## src/rtl/btle_rx_frame_ctrl.sv

```systemverilog
// BLE receive frame controller: assembles LSB-first octets after an access-address hit,
// parses the PDU length, runs the CRC-24 check and supervises the inter-bit gap.
module btle_rx_frame_ctrl #(
    parameter int unsigned LEN_WIDTH                = 8,
    parameter int unsigned MAX_PAYLOAD_LEN          = 255,
    parameter int unsigned TIMEOUT_CYCLES           = 64,
    parameter int unsigned CHANNEL_NUMBER_BIT_WIDTH = 6
) (
    input  logic                                clk,
    input  logic                                rst,
    input  logic [CHANNEL_NUMBER_BIT_WIDTH-1:0] channel_number,
    input  logic                                ext_len_en,
    input  logic [23:0]                         crc_state_init_bit,
    input  logic                                hit_flag,
    input  logic                                info_bit,
    input  logic                                bit_valid,
    output logic [7:0]                          octet,
    output logic                                octet_valid,
    output logic                                octet_sop,
    output logic                                octet_eop,
    output logic [LEN_WIDTH-1:0]                payload_length,
    output logic                                payload_length_valid,
    output logic                                busy,
    output logic                                decode_end,
    output logic                                crc_ok,
    output logic                                length_error,
    output logic                                timeout
);

    typedef enum logic [1:0] {StIdle, StHeader, StPayload, StCrc} state_t;

    localparam int unsigned GAP_WIDTH = $clog2(TIMEOUT_CYCLES + 1);
    localparam logic [23:0] CRC_POLY  = 24'h00065B;

    state_t                r_state,        w_state_d;
    logic [7:0]            r_octet_sr,     w_octet_sr_d;
    logic [2:0]            r_bit_cnt,      w_bit_cnt_d;
    logic [7:0]            r_oct_cnt,      w_oct_cnt_d;
    logic [7:0]            r_len,          w_len_d;
    logic                  r_len_err_pend, w_len_err_pend_d;
    logic [23:0]           r_crc,          w_crc_d;
    logic [23:0]           r_crc_rx,       w_crc_rx_d;
    logic [4:0]            r_crc_cnt,      w_crc_cnt_d;
    logic [GAP_WIDTH-1:0]  r_gap,          w_gap_d;
    logic [7:0]            r_octet,        w_octet_d;
    logic                  r_octet_valid,  w_octet_valid_d;
    logic                  r_sop,          w_sop_d;
    logic                  r_eop,          w_eop_d;
    logic [LEN_WIDTH-1:0]  r_plen,         w_plen_d;
    logic                  r_plv,          w_plv_d;
    logic                  r_decode_end,   w_decode_end_d;
    logic                  r_crc_ok,       w_crc_ok_d;
    logic                  r_len_error,    w_len_error_d;
    logic                  r_timeout,      w_timeout_d;

    logic [7:0]            w_sr_shift;
    logic [23:0]           w_crc_step;
    logic [23:0]           w_crc_rx_shift;
    logic [GAP_WIDTH-1:0]  w_gap_inc;
    logic                  w_adv_chan;
    logic [7:0]            w_len;

    assign w_sr_shift     = {info_bit, r_octet_sr[7:1]};
    assign w_crc_step     = {r_crc[22:0], 1'b0} ^ ((r_crc[23] ^ info_bit) ? CRC_POLY : 24'h0);
    assign w_crc_rx_shift = {r_crc_rx[22:0], info_bit};
    assign w_gap_inc      = r_gap + GAP_WIDTH'(1);
    assign w_adv_chan     = (32'(channel_number) >= 32'd37) && (32'(channel_number) <= 32'd39);

    // Length field width depends on PDU type: advertising, extended data, or legacy data.
    always_comb begin
        if (w_adv_chan) begin
            w_len = {2'b00, w_sr_shift[5:0]};
        end else if (ext_len_en) begin
            w_len = w_sr_shift;
        end else begin
            w_len = {3'b000, w_sr_shift[4:0]};
        end
    end

    always_comb begin
        w_state_d        = r_state;
        w_octet_sr_d     = r_octet_sr;
        w_bit_cnt_d      = r_bit_cnt;
        w_oct_cnt_d      = r_oct_cnt;
        w_len_d          = r_len;
        w_len_err_pend_d = r_len_err_pend;
        w_crc_d          = r_crc;
        w_crc_rx_d       = r_crc_rx;
        w_crc_cnt_d      = r_crc_cnt;
        w_gap_d          = r_gap;
        w_octet_d        = r_octet;
        w_octet_valid_d  = 1'b0;
        w_sop_d          = 1'b0;
        w_eop_d          = 1'b0;
        w_plen_d         = r_plen;
        w_plv_d          = 1'b0;
        w_decode_end_d   = 1'b0;
        w_crc_ok_d       = r_crc_ok;
        w_len_error_d    = r_len_error;
        w_timeout_d      = r_timeout;

        if (hit_flag) begin
            // A new hit always restarts the frame, silently dropping any packet in flight.
            w_state_d        = StHeader;
            w_crc_d          = crc_state_init_bit;
            w_bit_cnt_d      = '0;
            w_oct_cnt_d      = '0;
            w_len_d          = '0;
            w_len_err_pend_d = 1'b0;
            w_crc_rx_d       = '0;
            w_crc_cnt_d      = '0;
            w_gap_d          = '0;
            w_plen_d         = '0;
            w_crc_ok_d       = 1'b0;
            w_len_error_d    = 1'b0;
            w_timeout_d      = 1'b0;
        end else if (r_state != StIdle) begin
            w_gap_d = w_gap_inc;
            if (r_len_err_pend) begin
                w_len_err_pend_d = 1'b0;
                w_len_error_d    = 1'b1;
                w_decode_end_d   = 1'b1;
                w_state_d        = StIdle;
                w_gap_d          = '0;
            end else if (bit_valid) begin
                w_gap_d      = '0;
                w_octet_sr_d = w_sr_shift;
                w_bit_cnt_d  = r_bit_cnt + 3'd1;
                if (r_state == StCrc) begin
                    w_crc_rx_d  = w_crc_rx_shift;
                    w_crc_cnt_d = r_crc_cnt + 5'd1;
                    if (r_crc_cnt == 5'd23) begin
                        w_decode_end_d = 1'b1;
                        w_crc_ok_d     = (w_crc_rx_shift == r_crc);
                        w_state_d      = StIdle;
                    end
                end else begin
                    w_crc_d = w_crc_step;
                    if (r_bit_cnt == 3'd7) begin
                        w_octet_d       = w_sr_shift;
                        w_octet_valid_d = 1'b1;
                        w_oct_cnt_d     = r_oct_cnt + 8'd1;
                        if (r_state == StHeader && r_oct_cnt == 8'd0) begin
                            w_sop_d = 1'b1;
                        end else if (r_state == StHeader) begin
                            w_len_d     = w_len;
                            w_plen_d    = LEN_WIDTH'(w_len);
                            w_plv_d     = 1'b1;
                            w_oct_cnt_d = '0;
                            if (32'(w_len) > MAX_PAYLOAD_LEN) begin
                                w_len_err_pend_d = 1'b1;
                            end else if (w_len == 8'd0) begin
                                w_eop_d   = 1'b1;
                                w_state_d = StCrc;
                            end else begin
                                w_state_d = StPayload;
                            end
                        end else if (r_oct_cnt + 8'd1 == r_len) begin
                            w_eop_d   = 1'b1;
                            w_state_d = StCrc;
                        end
                    end
                end
            end else if (32'(w_gap_inc) == TIMEOUT_CYCLES) begin
                w_timeout_d    = 1'b1;
                w_decode_end_d = 1'b1;
                w_state_d      = StIdle;
                w_gap_d        = '0;
            end
        end
    end

    always_ff @(posedge clk) begin
        if (rst) begin
            r_state        <= StIdle;
            r_octet_sr     <= '0;
            r_bit_cnt      <= '0;
            r_oct_cnt      <= '0;
            r_len          <= '0;
            r_len_err_pend <= 1'b0;
            r_crc          <= crc_state_init_bit;
            r_crc_rx       <= '0;
            r_crc_cnt      <= '0;
            r_gap          <= '0;
            r_octet        <= '0;
            r_octet_valid  <= 1'b0;
            r_sop          <= 1'b0;
            r_eop          <= 1'b0;
            r_plen         <= '0;
            r_plv          <= 1'b0;
            r_decode_end   <= 1'b0;
            r_crc_ok       <= 1'b0;
            r_len_error    <= 1'b0;
            r_timeout      <= 1'b0;
        end else begin
            r_state        <= w_state_d;
            r_octet_sr     <= w_octet_sr_d;
            r_bit_cnt      <= w_bit_cnt_d;
            r_oct_cnt      <= w_oct_cnt_d;
            r_len          <= w_len_d;
            r_len_err_pend <= w_len_err_pend_d;
            r_crc          <= w_crc_d;
            r_crc_rx       <= w_crc_rx_d;
            r_crc_cnt      <= w_crc_cnt_d;
            r_gap          <= w_gap_d;
            r_octet        <= w_octet_d;
            r_octet_valid  <= w_octet_valid_d;
            r_sop          <= w_sop_d;
            r_eop          <= w_eop_d;
            r_plen         <= w_plen_d;
            r_plv          <= w_plv_d;
            r_decode_end   <= w_decode_end_d;
            r_crc_ok       <= w_crc_ok_d;
            r_len_error    <= w_len_error_d;
            r_timeout      <= w_timeout_d;
        end
    end

    assign octet                = r_octet;
    assign octet_valid          = r_octet_valid;
    assign octet_sop            = r_sop;
    assign octet_eop            = r_eop;
    assign payload_length       = r_plen;
    assign payload_length_valid = r_plv;
    assign busy                 = (r_state != StIdle);
    assign decode_end           = r_decode_end;
    assign crc_ok               = r_crc_ok;
    assign length_error         = r_len_error;
    assign timeout              = r_timeout;

endmodule

```

## config.mk

```make
export PLATFORM = sky130hd
export DESIGN_NAME = btle_rx_frame_ctrl
export DESIGN_NICKNAME = d
export VERILOG_FILES = /design/src/rtl/btle_rx_frame_ctrl.sv
export SDC_FILE = /design/constraint.sdc
export NUM_CORES = 1
export LEC_CHECK = 0
export ABC_AREA = 1
export CAP_MARGIN = 10
export CORE_ASPECT_RATIO = 1.2
export CORE_MARGIN = 2
export CORE_UTILIZATION = 25
export CTS_CLUSTER_SIZE = 8
export DETAILED_ROUTE_END_ITERATION = 10
export SLEW_MARGIN = 20
export SYNTH_ARGS = -nofsm -noshare
export SYNTH_HDL_FRONTEND = slang
export SYNTH_SLANG_ARGS = --single-unit
export TNS_END_PERCENT = 10
```

## constraint.sdc

```tcl
create_clock -name clk -period 3.35 [get_ports clk]
set_input_delay 0.335 -clock clk [delete_from_list [all_inputs] [get_ports clk]]
set_output_delay 0.335 -clock clk [all_outputs]
set_load 0.01 [all_outputs]
```

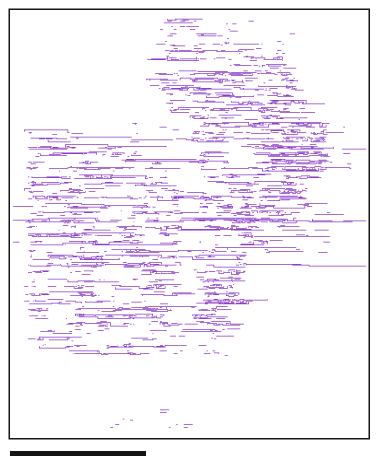
run_1/met1.png
Bar = 50 µm.
longest straight run = 29.9 µm
share of all routed wire = 48%
wire length on this layer = 5,480 µm
nets with wire on the layer = 687
main direction = horizontal
number of vias after detailed routing: 4,150
overall routed net length: 11.46 mm

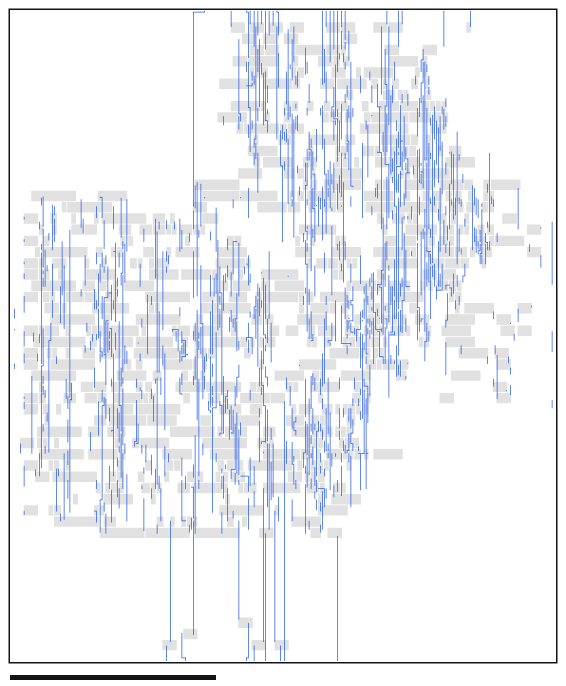
run_1/met2.png
Bar = 50 µm.
wire length on this layer = 5,480 µm
nets with wire on the layer = 559
main direction = vertical
share of all routed wire = 48%
GRT met2 Usage: 0.1937

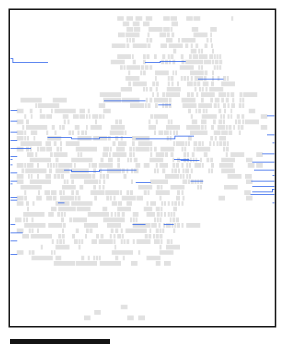
run_1/met3.png
Bar = 50 µm.
nets with wire on the layer = 37
share of all routed wire = 3.2%
wire length on this layer = 368 µm
longest straight run = 20.5 µm
main direction = horizontal
met3 Use GR: 0.02722

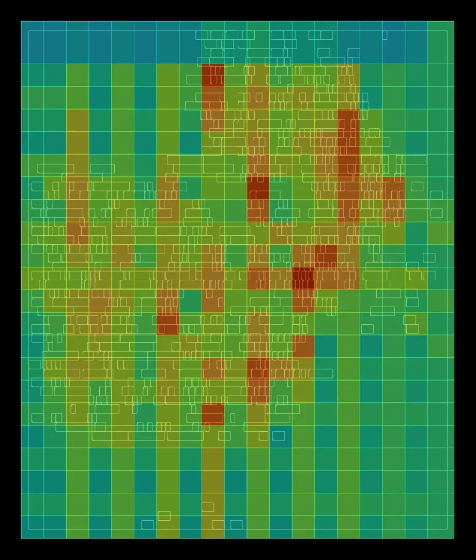
run_1/final_congestion.png
Layout Utilization: 0.3156
GR Layer Usage met1: 0.1414
GR peak layer: met2
global router's overall resource usage: 0.1129
average wire per cell in the routed design: 11.79 µm

==> results_slide.txt, run 1 <==
Synthesis and Place & Route Summary

Worst setup path
  • Endpoint of the most critical register-to-register path: payload_length[6]$_SDFFE_PP0P_
  • Cell family contributing the most delay on the critical path: simple AND/OR/NAND/NOR gates
  • Worst-path cell with the longest stage delay: clkdlybuf4s50_1
  • Number of cells on the critical path: 8
  • Number of buffers and inverters on the critical path: 3
  • Worst setup endpoint: r_oct_cnt[3]$_SDFFE_PP0P_
  • Kind of end point of the critical path: flop
  • Series of cell instances along the critical path: clkdlybuf4s50_1 > inv_1 > nor2_1 > nand3_1 > nor2_2 > inv_1 > a2bb2oi_1 > nor2_1
  • Arrival @ worst endpoint: 2.34 ns

Route
  • M1 wire length: 5.480 mm
  • Number of vias per cell after detailed routing: 4.270
  • Length of routed met2 wiring: 5.478 mm
  • Met3 Wirelength: 368 µm
  • First DRT Iteration DRCs: 261

Hold path
  • Endpoint of the worst hold path: r_bit_cnt[0]$_SDFFE_PP0P_

Placed design
  • Instance area at placement: 5829 µm²
  • Number of placed instances with taps included: 956
  • Final weighted congestion in routability-driven placement: 0.8484
  • Worst setup timing slack at the placement stage: 0.9641 ns

Pwr
  • Leakage: 2.391 nW
  • Proportion of power drawn by the clock network: 0.418

Global routing
  • Wire length of the first global-routing pass: 19.11 mm
  • Pin count of the biggest net entering global routing: 33

Logic synthesis
  • Synthesized area per cell: 7.594 µm²
  • Post-Syn Area: 4936 µm²
  • Simple share: 0.2580

Final timing
  • Final worst path period share: 0.6100
  • Transition time of the tightest slew-check pin: 0.5209 ns
  • Max-Slew Margin vs Limit: 0.6510

CTS
  • Setup fix buffers added after clock tree synthesis: 0

Finish
  • Logic cell area: 2285 µm²
  • Data-path buffer share of cell area in the final layout: 0.1058
  • Flip-flop and latch share of the layout cell area: 0.3713
  • Cell class ranked first by area: combinational gates
  • Most flop-heavy register: r_crc

Floorplanning
  • I/O pin cnt: 61

Status
  • Outcome: finished clean
==> run 2: changes to the inputs <==
==> constraint.sdc (replaced) <==
create_clock -name clk -period 1.7 [get_ports clk]
set_input_delay 0.17 -clock clk [delete_from_list [all_inputs] [get_ports clk]]
set_output_delay 0.17 -clock clk [all_outputs]
set_load 0.01 [all_outputs]
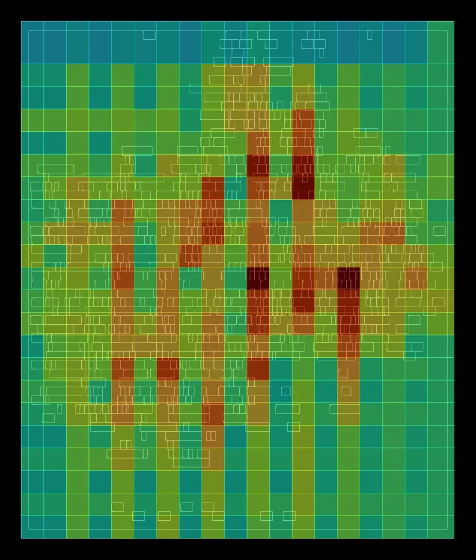
run_2/final_congestion.png
global router's overall resource usage: 0.1232
GR Layer Usage met1: 0.1375
average wire per cell in the routed design: 12.10 µm
met3 Use GR: 0.02305
GRT met2 Usage: 0.2287

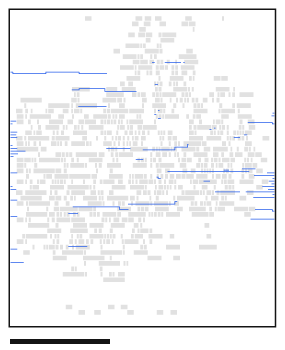
run_2/met3.png
Bar = 50 µm.
nets with wire on the layer = 48
longest straight run = 40.5 µm
wire length on this layer = 429 µm
main direction = horizontal
share of all routed wire = 3.5%
overall routed net length: 12.39 mm
number of vias after detailed routing: 4,437

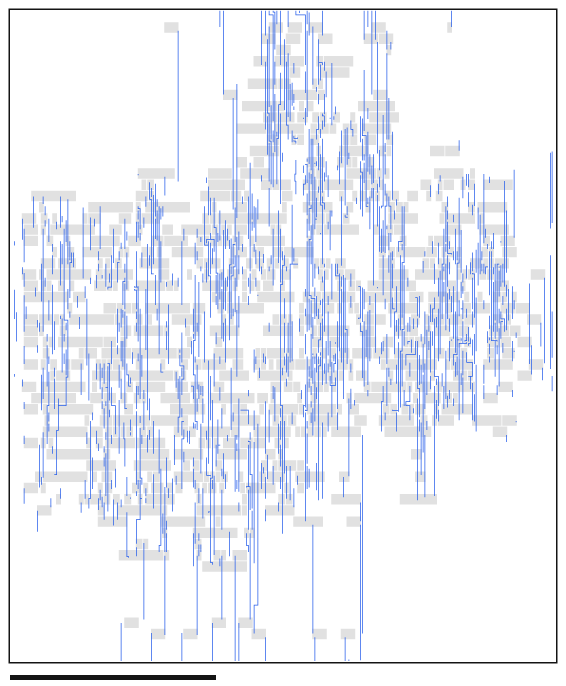
run_2/met2.png
Bar = 50 µm.
share of all routed wire = 51%
longest straight run = 47.9 µm

==> run 2 against run 1 <==
Net effect: final cell count grew 5.3%; worst hold slack lost 0.011 ns; total power grew 92%.
==> results_slide.txt, run 2 <==
Synthesis and Place & Route Summary

Status
  • Outcome: finished clean

Finish
  • Data-path buffer share of cell area in the final layout: 0.1604
  • Logic cell area: 2377 µm²
  • Cell class ranked first by area: combinational gates
  • Layout Utilization: 0.3408
  • Most flop-heavy register: r_crc
  • Flip-flop and latch share of the layout cell area: 0.3460
  • Layout cell share with drive strength beyond 1: 0.1573

CTS
  • Clock insertion delay at the later pin of the skew report: 0.36 ns
  • Clock root cell: clkbuf_16
  • Setup fix buffers added after clock tree synthesis: 1

Hold path
  • Endpoint of the worst hold path: r_crc[5]$_DFFE_PP_

Global routing
  • GR peak layer: met2
  • Pin count of the biggest net entering global routing: 27
  • Wire length of the first global-routing pass: 20.61 mm

Placed design
  • Final weighted congestion in routability-driven placement: 0.8327
  • Number of placed instances with taps included: 1,006
  • Worst setup timing slack at the placement stage: -0.08065 ns
  • Instance area at placement: 6237 µm²

Route
  • Length of routed met2 wiring: 6.373 mm
  • Number of vias per cell after detailed routing: 4.333
  • M1 wire length: 5.332 mm
  • First DRT Iteration DRCs: 166
  • Met3 Wirelength: 428 µm

Worst setup path
  • Kind of end point of the critical path: flop
  • Number of buffers and inverters on the critical path: 2
  • Arrival @ worst endpoint: 1.97 ns
  • Number of cells on the critical path: 13
  • Cell family contributing the most delay on the critical path: simple AND/OR/NAND/NOR gates
  • Worst setup endpoint: r_state[0]$_SDFFE_PP0P_
  • Series of cell instances along the critical path: inv_2 > buf_4 > nor2_4 > nand3_2 > nand3_2 > nand2_1 > nor2_2 > nand3_2 > nand2_2 > nand4_2 > nand2_1 > nand2_1 > nor2_1
  • Endpoint of the most critical register-to-register path: r_state[0]$_SDFFE_PP0P_
  • Worst-path cell with the longest stage delay: dfxtp_4

Pwr
  • Reported clock group power: 2.01 mW
  • Proportion of power drawn by the clock network: 0.390
  • Comb pwr share: 0.099
  • Leakage: 2.657 nW

Logic synthesis
  • Synthesized area per cell: 7.594 µm²
  • Library cell occupying the most area in the post-synthesis netlist: dfxtp_1
  • Post-Syn Area: 4936 µm²
  • Count of flip-flops with a built-in enable after synthesis: 24
  • Simple share: 0.2580

Final timing
  • Final worst path period share: 0.9918
  • RSZ-0062 raised after global routing: yes

Floorplanning
  • I/O pin cnt: 61
==> run 3: changes to the inputs <==
--- a/config.mk
+++ b/config.mk
@@ -6,6 +6,7 @@
 export NUM_CORES = 1
 export LEC_CHECK = 0
 export ABC_AREA = 1
+export ABC_CLOCK_PERIOD_IN_PS = 1700
 export CAP_MARGIN = 10
 export CORE_ASPECT_RATIO = 1.2
 export CORE_MARGIN = 2
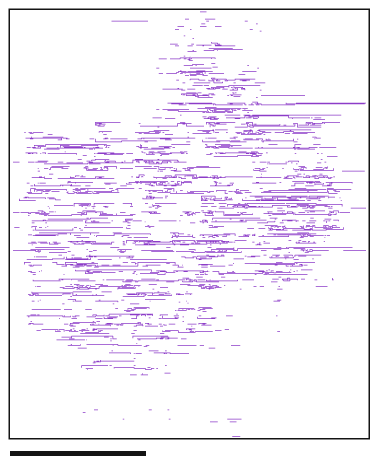
run_3/met1.png
Bar = 50 µm.
longest straight run = 32.7 µm
wire length on this layer = 5,330 µm
main direction = horizontal
share of all routed wire = 43%
nets with wire on the layer = 742

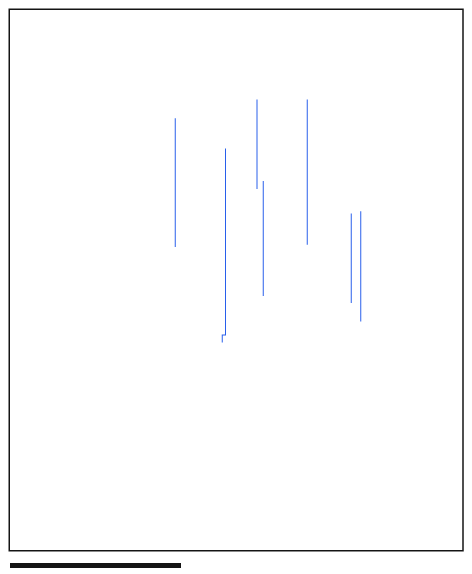
run_3/met4.png
Bar = 50 µm.
nets with wire on the layer = 6
main direction = vertical
share of all routed wire = 2.1%
wire length on this layer = 254 µm
longest straight run = 54.4 µm

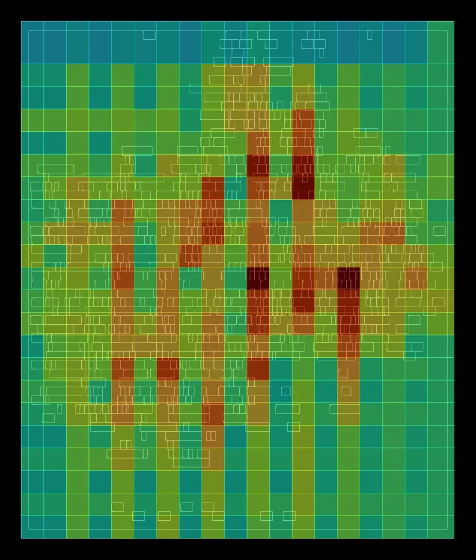
run_3/final_congestion.png
Layout Utilization: 0.3408

==> run 3 against run 2 <==
Net effect: die area stayed put; synthesized cell count is the same; highest routed layer unchanged; wire length stayed put; global-route usage unchanged; via count unchanged; cell area unchanged.
==> results_slide.txt, run 3 <==
Synthesis and Place & Route Summary

Status
  • Outcome: finished clean

Floorplanning
  • I/O pin cnt: 61
  • Area of the die: 20,890 µm²

Logic synthesis
  • Synthesized area per cell: 7.594 µm²
  • Sequential fraction of the synthesis area: 0.4624
  • Count of flip-flops with a built-in enable after synthesis: 24
  • Mux cell area share after synthesis: 0
  • Post-Syn Area: 4936 µm²
  • Simple share: 0.2580
  • Library cell occupying the most area in the post-synthesis netlist: dfxtp_1

Finish
  • Total non-filler cell area in the finished layout: 6639 µm²
  • Flip-flop and latch share of the layout cell area: 0.3460
  • Most flop-heavy register: r_crc
  • Layout cell share with drive strength beyond 1: 0.1573
  • Data-path buffer share of cell area in the final layout: 0.1604
  • Final #Nets: 801
  • Cell class ranked first by area: combinational gates
  • Logic cell area: 2377 µm²

Route
  • Length of routed met2 wiring: 6.373 mm
  • Met3 Wirelength: 428 µm
  • Number of vias per cell after detailed routing: 4.333
  • M1 wire length: 5.332 mm
  • Number of vias after detailed routing: 4,437
  • Average wire per cell in the routed design: 12.10 µm
  • First DRT Iteration DRCs: 166

Worst setup path
  • Endpoint of the most critical register-to-register path: r_state[0]$_SDFFE_PP0P_
  • Startpoint Class: flop
  • Arrival @ worst endpoint: 1.97 ns
  • Worst-path cell with the longest stage delay: dfxtp_4
  • Worst setup endpoint: r_state[0]$_SDFFE_PP0P_
  • Kind of end point of the critical path: flop
  • Cell family contributing the most delay on the critical path: simple AND/OR/NAND/NOR gates
  • Number of buffers and inverters on the critical path: 2
  • Number of cells on the critical path: 13

Pwr
  • Power attributed to sequential cells: 2.63 mW
  • Ratio of total power to cell area: 774.9 nW/µm²
  • Proportion of power drawn by the clock network: 0.390
  • Comb pwr share: 0.099
  • Reported clock group power: 2.01 mW
  • Leakage: 2.657 nW

Placed design
  • Instance area at placement: 6237 µm²
  • Number of placed instances with taps included: 1,006
  • Worst setup timing slack at the placement stage: -0.08065 ns

CTS
  • Setup fix buffers added after clock tree synthesis: 1
  • Clock insertion delay at the later pin of the skew report: 0.36 ns

Hold path
  • Class of the worst hold path: in -> reg

Global routing
  • GRT met2 Usage: 0.2287
  • Met3 Use GR: 0.02305
  • GR Layer Usage met1: 0.1375
  • Wire length of the first global-routing pass: 20.61 mm
  • Global router's overall resource usage: 0.1232
  • GR peak layer: met2
  • Pin count of the biggest net entering global routing: 27

Final timing
  • Final worst setup slack: 0.01394 ns
  • Final worst path period share: 0.9918
  • Peak clock frequency supported by timing: 593.1 MHz
  • RSZ-0062 raised after global routing: yes
Power figures rest on the tool's default switching activity, not on a simulated workload.
